==> src/rtl/fifo_rd_stream.sv <==
// fifo_rd_stream: drains a registered-flag FIFO read port into a valid/ready stream.
// Latency: m_valid two cycles after the first fifo_rd_en; one word per cycle sustained.
// Backpressure: 2-entry output buffer; reads stop while buffered + in-flight words fill it.
module fifo_rd_stream #(
  parameter int DATA_WIDTH = 4,
  parameter int CNT_WIDTH  = 16
) (
  input  logic                  rd_clk,
  input  logic                  rd_rst_n,
  input  logic                  fifo_empty,
  output logic                  fifo_rd_en,
  input  logic [DATA_WIDTH-1:0] fifo_rd_data,
  input  logic                  flush,
  output logic                  m_valid,
  input  logic                  m_ready,
  output logic [DATA_WIDTH-1:0] m_data,
  output logic [CNT_WIDTH-1:0]  xfer_cnt
);

  typedef enum logic [1:0] {
    ST_EMPTY = 2'd0,
    ST_ONE   = 2'd1,
    ST_TWO   = 2'd2
  } state_t;

  localparam logic [CNT_WIDTH-1:0] CNT_ONE = 1;

  state_t                r_state;
  logic                  r_inflight;
  logic [DATA_WIDTH-1:0] r_head;
  logic [DATA_WIDTH-1:0] r_tail;
  logic [CNT_WIDTH-1:0]  r_xfer_cnt;

  logic                  w_accept;
  logic                  w_arrive;
  logic [1:0]            w_occ;
  logic [2:0]            w_fill;

  // Handshake and slot accounting. The state encoding equals the occupancy.
  // A word accepted this cycle frees its slot before the new read lands, so
  // counting it keeps the pipeline full under continuous m_ready while the
  // buffered + in-flight total still never exceeds two.
  always_comb begin
    w_accept   = m_valid && m_ready;
    w_arrive   = r_inflight;
    w_occ      = r_state;
    w_fill     = {1'b0, w_occ} + {2'b00, r_inflight} - {2'b00, w_accept};
    fifo_rd_en = rd_rst_n && !fifo_empty && !flush && (w_fill < 3'd2);
  end

  // Marks a read issued this cycle; its data lands next cycle.
  always_ff @(posedge rd_clk or negedge rd_rst_n) begin
    if (!rd_rst_n) begin
      r_inflight <= 1'b0;
    end else begin
      r_inflight <= fifo_rd_en;
    end
  end

  // Occupancy FSM with head/tail buffer; flush drops buffered and landing words.
  always_ff @(posedge rd_clk or negedge rd_rst_n) begin
    if (!rd_rst_n) begin
      r_state <= ST_EMPTY;
      r_head  <= '0;
      r_tail  <= '0;
    end else if (flush) begin
      r_state <= ST_EMPTY;
    end else begin
      case (r_state)
        ST_EMPTY: begin
          if (w_arrive) begin
            r_state <= ST_ONE;
            r_head  <= fifo_rd_data;
          end
        end
        ST_ONE: begin
          if (w_arrive && !w_accept) begin
            r_state <= ST_TWO;
            r_tail  <= fifo_rd_data;
          end else if (w_arrive) begin
            r_head  <= fifo_rd_data;
          end else if (w_accept) begin
            r_state <= ST_EMPTY;
          end
        end
        ST_TWO: begin
          if (w_accept) begin
            r_state <= ST_ONE;
            r_head  <= r_tail;
          end
        end
        default: r_state <= ST_EMPTY;
      endcase
    end
  end

  // Accepted-word counter; wraps naturally and survives flush.
  always_ff @(posedge rd_clk or negedge rd_rst_n) begin
    if (!rd_rst_n) begin
      r_xfer_cnt <= '0;
    end else if (w_accept) begin
      r_xfer_cnt <= r_xfer_cnt + CNT_ONE;
    end
  end

  assign m_valid  = (r_state != ST_EMPTY);
  assign m_data   = r_head;
  assign xfer_cnt = r_xfer_cnt;

endmodule

==> config.mk <==
export PLATFORM = sky130hd
export DESIGN_NAME = fifo_rd_stream
export DESIGN_NICKNAME = d
export VERILOG_FILES = /design/src/rtl/fifo_rd_stream.sv
export SDC_FILE = /design/constraint.sdc
export NUM_CORES = 1
export LEC_CHECK = 0
export CELL_PAD_IN_SITES_DETAIL_PLACEMENT = 1
export CELL_PAD_IN_SITES_GLOBAL_PLACEMENT = 1
export CORE_MARGIN = 4
export CORE_UTILIZATION = 40
export CTS_BUF_LIST = sky130_fd_sc_hd__clkbuf_4 sky130_fd_sc_hd__clkbuf_8
export CTS_CLUSTER_SIZE = 20
export DETAILED_ROUTE_END_ITERATION = 6
export PLACE_DENSITY = 0.83
export SYNTH_ARGS = -nofsm -noshare
export SYNTH_HDL_FRONTEND = slang
export SYNTH_SLANG_ARGS = --single-unit
==> constraint.sdc <==
create_clock -name rd_clk -period 2.68 [get_ports rd_clk]
set_input_delay 0.402 -clock rd_clk [delete_from_list [all_inputs] [get_ports rd_clk]]
set_output_delay 0.402 -clock rd_clk [all_outputs]
set_load 0.005 [all_outputs]
### The clock network, run 1

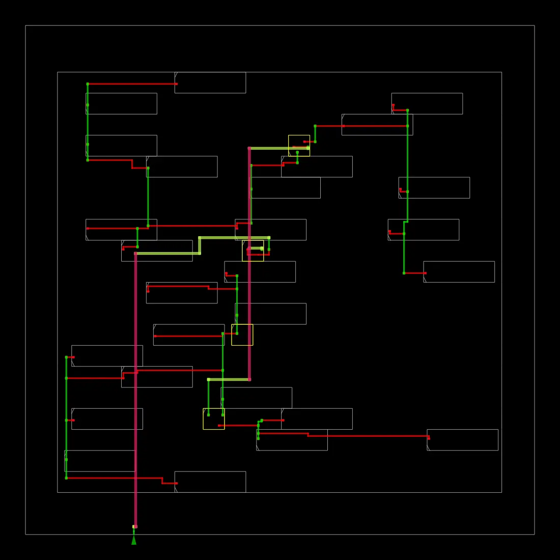
Clk. pwr: 194 uW
Num CTS Buffers: 3

### Where the registers sit, run 1

Scale bar: 20 um. Other sequential cells in the stronger grey, the rest of the logic in the fainter grey.
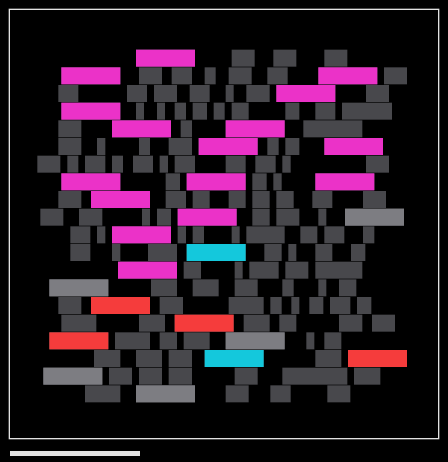
| name in the netlist | colour | sequential cells |
|---|---|---|
| `xfer_cnt` | magenta | 16 |
| `r_state` | cyan | 2 |
| `r_tail` | red | 4 |
not coloured: 5
total sequential power: 517 uW
Final Util: 0.574
Seq/total area: 0.377
storage element area: 676 um2

==> impl_metrics.ini, run 1 <==
; yosys + openroad results
[synth]
syn-num-nets = 122
yosysMostFrequentCell = dfrtp_1
yosys_cells = 109
avgSynthCellArea_um2 = 12.3
synth_flops = 27
yosys.area.top_type = dfrtp_1
common_cells = dfrtp_1 (27), xnor2_1 (12), nand2_1 (10), nand3_1 (7), nor2_1 (5)
synth-edff-count = 0
synthAoiAreaFrac = 0.0476

[route]
wl_met2_mm = 1.73
drc = 0
vias_per_cell = 5.06

[floorplanning]
fp.dieH_um = 65.9
fp-utilization = 0.428
row_count = 20

[placement]
dpl_cell_area_um2 = 1730
place_hpwl_mm = 2.46
post-place-ws_ns = -0.694

[pwr]
top_power_group = sequential cells
power_uw = 950
powerDensity_nw_per_um2 = 529
peakVddDrop_mv = 0.394
power_switching_uw = 264
pwr-share-seq = 0.544

[critical_path]
reg2reg_to = r_tail[3]$_DFFE_PN0P_
critPathMaxStageDelay_ns = 0.49
cp_max_fo = 2
critPathBufInv = 2
critPathKind = reg2out
rrSetupSlack_ns = 0.60
crit_family = adder cells
crit_start = r_state[1]$_DFFE_PN0P_
crit_slowest_cell = fa_1
critPathLaunchType = flip-flop
endpoint_kind = primary output

[layout]
lay_top_cells = clkdlybuf4s50_1 (28), dfrtp_1 (27), xnor2_1 (12)
dominant_cells = registers
flops = 27
logic_area_um2 = 657
buffer_area_frac = 0.202
n_all_buffers = 39
logic_gate_count = 76
stdcell_area_um2 = 1790
lay_top_count = clkdlybuf4s50_1
final_cells = 194
inverters = 4

[global_route]
grt-ovfl-total = 0
use_met1 = 0.217
grt_use_met3 = 0.0255
top_usage_layer = met2
grt_pass1_vias = 1114

[timing]
period_needed_ns = 2.81
setup_viol = 1
skew_ns = 0.00461
maxSlewViolCount = 0
setup_ws_ns = -0.128
finalHoldViolations = 0
period_used_share = 1.05

[clocking]
h-tree-depth = 1
ctsHoldBuffers = 0
clk_pin_slew_ns = 0.15

[status]
outcome = finished with violations
violations = setup timing

[job]
cap_violations = 0

[hold_path]
min_path_cells = 1
### Wire density map, run 1

The die is cut into 13 by 13 equal tiles; dark purple is low, yellow is high, scaled to the fullest tile. Values are wire area over tile area, all layers added.
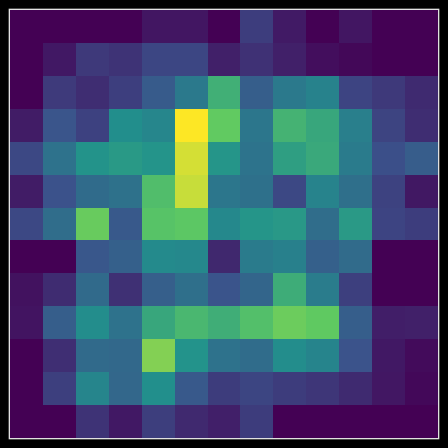
mean over tiles: 0.12
nearly empty tiles: 16%
emptiest ninth of the die: top left
fullest tile: 0.42
densest ninth of the die: middle
routed len/inst: 17.3 um
via count of the routed design: 981
Detailed Route WL: 3.35 mm
gr usage total: 0.177

### Cell density map, run 1

Scale bar: 20 um. The die is cut into 7 by 7 equal tiles; dark purple is low, yellow is high, 0 to 100% covered.
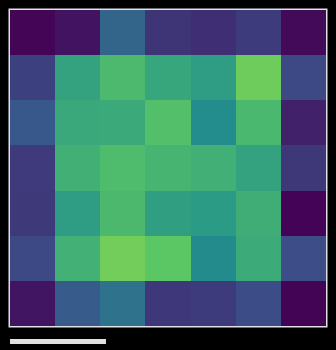

==> run 1 -> run 2 <==
- ABC_AREA: default -> 1
- CORE_UTILIZATION: 40 -> 38
- PLACE_DENSITY: 0.83 -> 0.84
### Cell density map, run 2

Scale bar: 20 um. The die is cut into 7 by 7 equal tiles; dark purple is low, yellow is high, 0 to 100% covered.
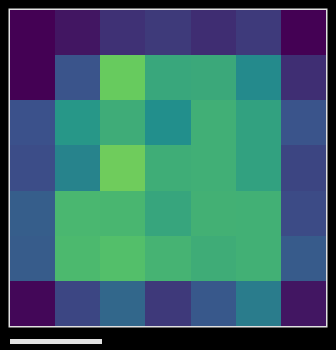
mean over tiles: 40%
emptiest ninth of the die: top left
fullest tile: 78%
tiles over 75% full: 4.1%
nearly empty tiles: 8.2%
densest ninth of the die: middle

### Where the registers sit, run 2

Scale bar: 20 um. Other sequential cells in the stronger grey, the rest of the logic in the fainter grey.
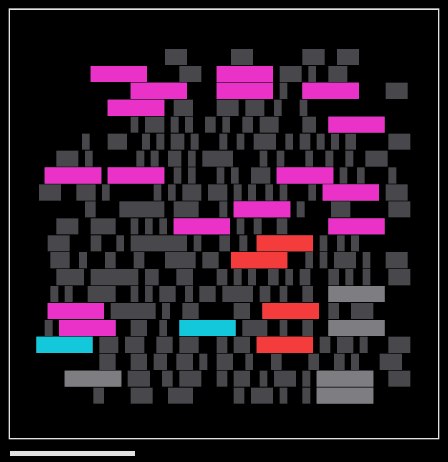
| name in the netlist | colour | sequential cells |
|---|---|---|
| `r_state` | cyan | 2 |
| `r_tail` | red | 4 |
| `xfer_cnt` | magenta | 16 |

==> impl_metrics.ini, run 2 <==
; yosys + openroad results
[pwr]
pg_clk_uw = 242
power_mw = 1.38
pwr-share-seq = 0.426
top_power_group = sequential cells
pg_seq_uw = 590
power.leakage_nw = 0.968
internal_power_uw = 916
peakVddDrop_mv = 0.450
power_switching_uw = 468
powerDensity_nw_per_um2 = 715

[layout]
logic_area_um2 = 669
fin_util = 0.562
lay_top_count = nand2_1
lay_top_cells = nand2_1 (48), clkdlybuf4s50_1 (28), dfrtp_1 (27)
stdcell_area_um2 = 1940
dominant_cells = registers
sh_comb_area = 0.346
seq-cell-share = 0.349
inverters = 24
n_all_buffers = 43
largest_reg_flops = 16
logic_gate_count = 114
buffer_area_frac = 0.202
seq_area_um2 = 676
final_cells = 258
flops = 27

[synth]
mux_area_frac = 0
synth_flops = 27
synth-edff-count = 0
synthAoiAreaFrac = 0.0553
yosys_cells = 165
common_cells = nand2_1 (49), dfrtp_1 (27), inv_1 (23), o21ai_0 (13), nand3_1 (12)
yosysMostFrequentCell = nand2_1
yosys.area.top_type = dfrtp_1
syn-num-nets = 178
simple_gate_area_frac = 0.277
avgSynthCellArea_um2 = 8.50
ff_type = dfrtp_1

[critical_path]
crit_path_frequent_cell = nand2_4
critPathKind = reg2out
reg2reg_to = r_inflight$_DFF_PN0_
cp_num_cells = 10
rrSetupSlack_ns = 0.67
crit_required_ns = 2.28
critPathBufInv = 3
critPathLaunchType = flip-flop
crit_slowest_cell = fa_1
crit_family = adder cells
endpoint_kind = primary output
crit_start = r_state[0]$_DFFE_PN0P_
critPathMaxStageDelay_ns = 0.50
cp_max_fo = 2

[floorplanning]
pin_count = 31
fp.dieH_um = 68.8
dieArea_um2 = 4730
fp-utilization = 0.407
row_count = 21

[global_route]
use_met1 = 0.233
grt_max_degree = 28
track_usage = 0.187
grt_pass1_vias = 1419
grt-ovfl-total = 0
top_usage_layer = met2
grt_use_met3 = 0.00972

[timing]
setup_ws_ns = -0.0644
finalHoldViolations = 0
period_needed_ns = 2.74
setup_viol = 1
tns_ns = -0.0644
period_used_share = 1.02
skew_ns = 0.00284
maxSlewViolCount = 0

[clocking]
h-tree-depth = 1
clk_pin_slew_ns = 0.09
ctsHoldBuffers = 0
cts_made_buffers = 3

[placement]
gp_congestion = 0.768
dpl_cell_area_um2 = 1840
place_hpwl_mm = 2.79
post-place-ws_ns = -0.756

[status]
outcome = finished with violations
violations = setup timing

[route]
drt_wl_total_mm = 3.88
routedWlPerCell_um = 15.0
drc = 0
wl_met3_um = 119
initialDrtViolationCount = 55
top_layer_used = met4
vias_per_cell = 4.84
num_vias = 1250
wl_met2_mm = 2.00

[job]
cap_violations = 0

[hold_path]
min_path_cells = 2
==> run 2 -> run 3 <==
- CAP_MARGIN: default -> 5
### Cell density map, run 3

Scale bar: 20 um. The die is cut into 7 by 7 equal tiles; dark purple is low, yellow is high, 0 to 100% covered.
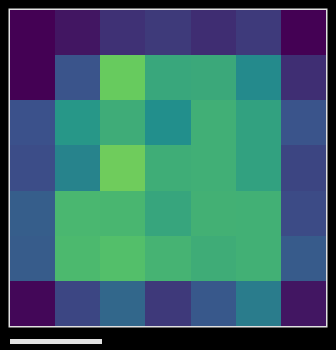
nearly empty tiles: 8.2%
mean over tiles: 40%
emptiest ninth of the die: top left
densest ninth of the die: middle
tiles over 75% full: 4.1%
fullest tile: 78%

### Where the registers sit, run 3

Scale bar: 20 um. Other sequential cells in the stronger grey, the rest of the logic in the fainter grey.
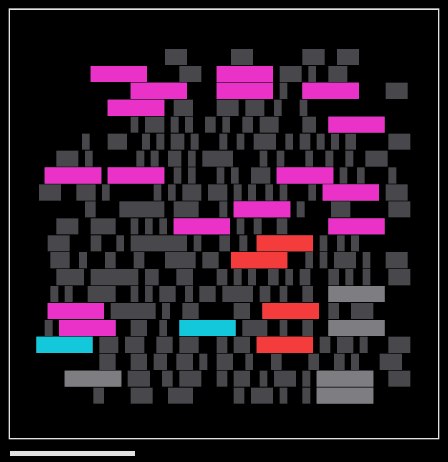
| name in the netlist | colour | sequential cells |
|---|---|---|
| `r_state` | cyan | 2 |
| `xfer_cnt` | magenta | 16 |
| `r_tail` | red | 4 |

==> impl_metrics.ini, run 3 <==
; yosys + openroad results
[status]
outcome = finished with violations
violations = setup timing

[floorplanning]
fp-utilization = 0.407
pin_count = 31
dieArea_um2 = 4730
row_count = 21

[route]
drt_wl_total_mm = 3.88
num_vias = 1250
routedWlPerCell_um = 15.0
wl_met3_um = 119
top_layer_used = met4
initialDrtViolationCount = 55
drc = 0
vias_per_cell = 4.84

[pwr]
internal_power_uw = 916
top_power_group = sequential cells
pwr-share-seq = 0.426
peakVddDrop_mv = 0.450
power_switching_uw = 468
powerDensity_nw_per_um2 = 715
pg_seq_uw = 590
powerComb_uw = 552
power_mw = 1.38
power.leakage_nw = 0.968
pg_clk_uw = 242

[clocking]
clk_pin_slew_ns = 0.09
ctsHoldBuffers = 0
h-tree-depth = 1

[synth]
ff_type = dfrtp_1
synth-edff-count = 0
yosysMostFrequentCell = nand2_1
common_cells = nand2_1 (49), dfrtp_1 (27), inv_1 (23), o21ai_0 (13), nand3_1 (12)
syn-num-nets = 178
simple_gate_area_frac = 0.277
yosys.area.top_type = dfrtp_1
synthAoiAreaFrac = 0.0553
mux_area_frac = 0
synth_flops = 27
avgSynthCellArea_um2 = 8.50
yosys_cells = 165

[critical_path]
crit_required_ns = 2.28
critPathMaxStageDelay_ns = 0.50
endpoint_kind = primary output
rrSetupSlack_ns = 0.67
cp_num_cells = 10
critPathKind = reg2out
critPathBufInv = 3
crit_family = adder cells
critPathLaunchType = flip-flop
cp_max_fo = 2
crit_slowest_cell = fa_1
crit_start = r_state[0]$_DFFE_PN0P_
reg2reg_to = r_inflight$_DFF_PN0_

[global_route]
grt_max_degree = 28
use_met1 = 0.233
track_usage = 0.187
top_usage_layer = met2
grt-ovfl-total = 0
grt_pass1_vias = 1419

[timing]
maxSlewViolCount = 0
hold_ws_ns = 0.498
tns_ns = -0.0644
setup_ws_ns = -0.0644
setup_viol = 1
finalHoldViolations = 0
skew_ns = 0.00284
period_used_share = 1.02

[placement]
place_hpwl_mm = 2.79
dpl_cell_area_um2 = 1840
post-place-ws_ns = -0.756

[layout]
final_cells = 258
buffer_area_frac = 0.202
seq-cell-share = 0.349
fin_util = 0.562
inverters = 24
seq_area_um2 = 676
logic_area_um2 = 669
n_all_buffers = 43
dominant_cells = registers
lay_top_cells = nand2_1 (48), clkdlybuf4s50_1 (28), dfrtp_1 (27)
largest_reg_flops = 16
flops = 27
logic_gate_count = 114
stdcell_area_um2 = 1940

[hold_path]
min_path_cells = 2

[job]
cap_violations = 0
Power is estimated from default activity; no workload was simulated.
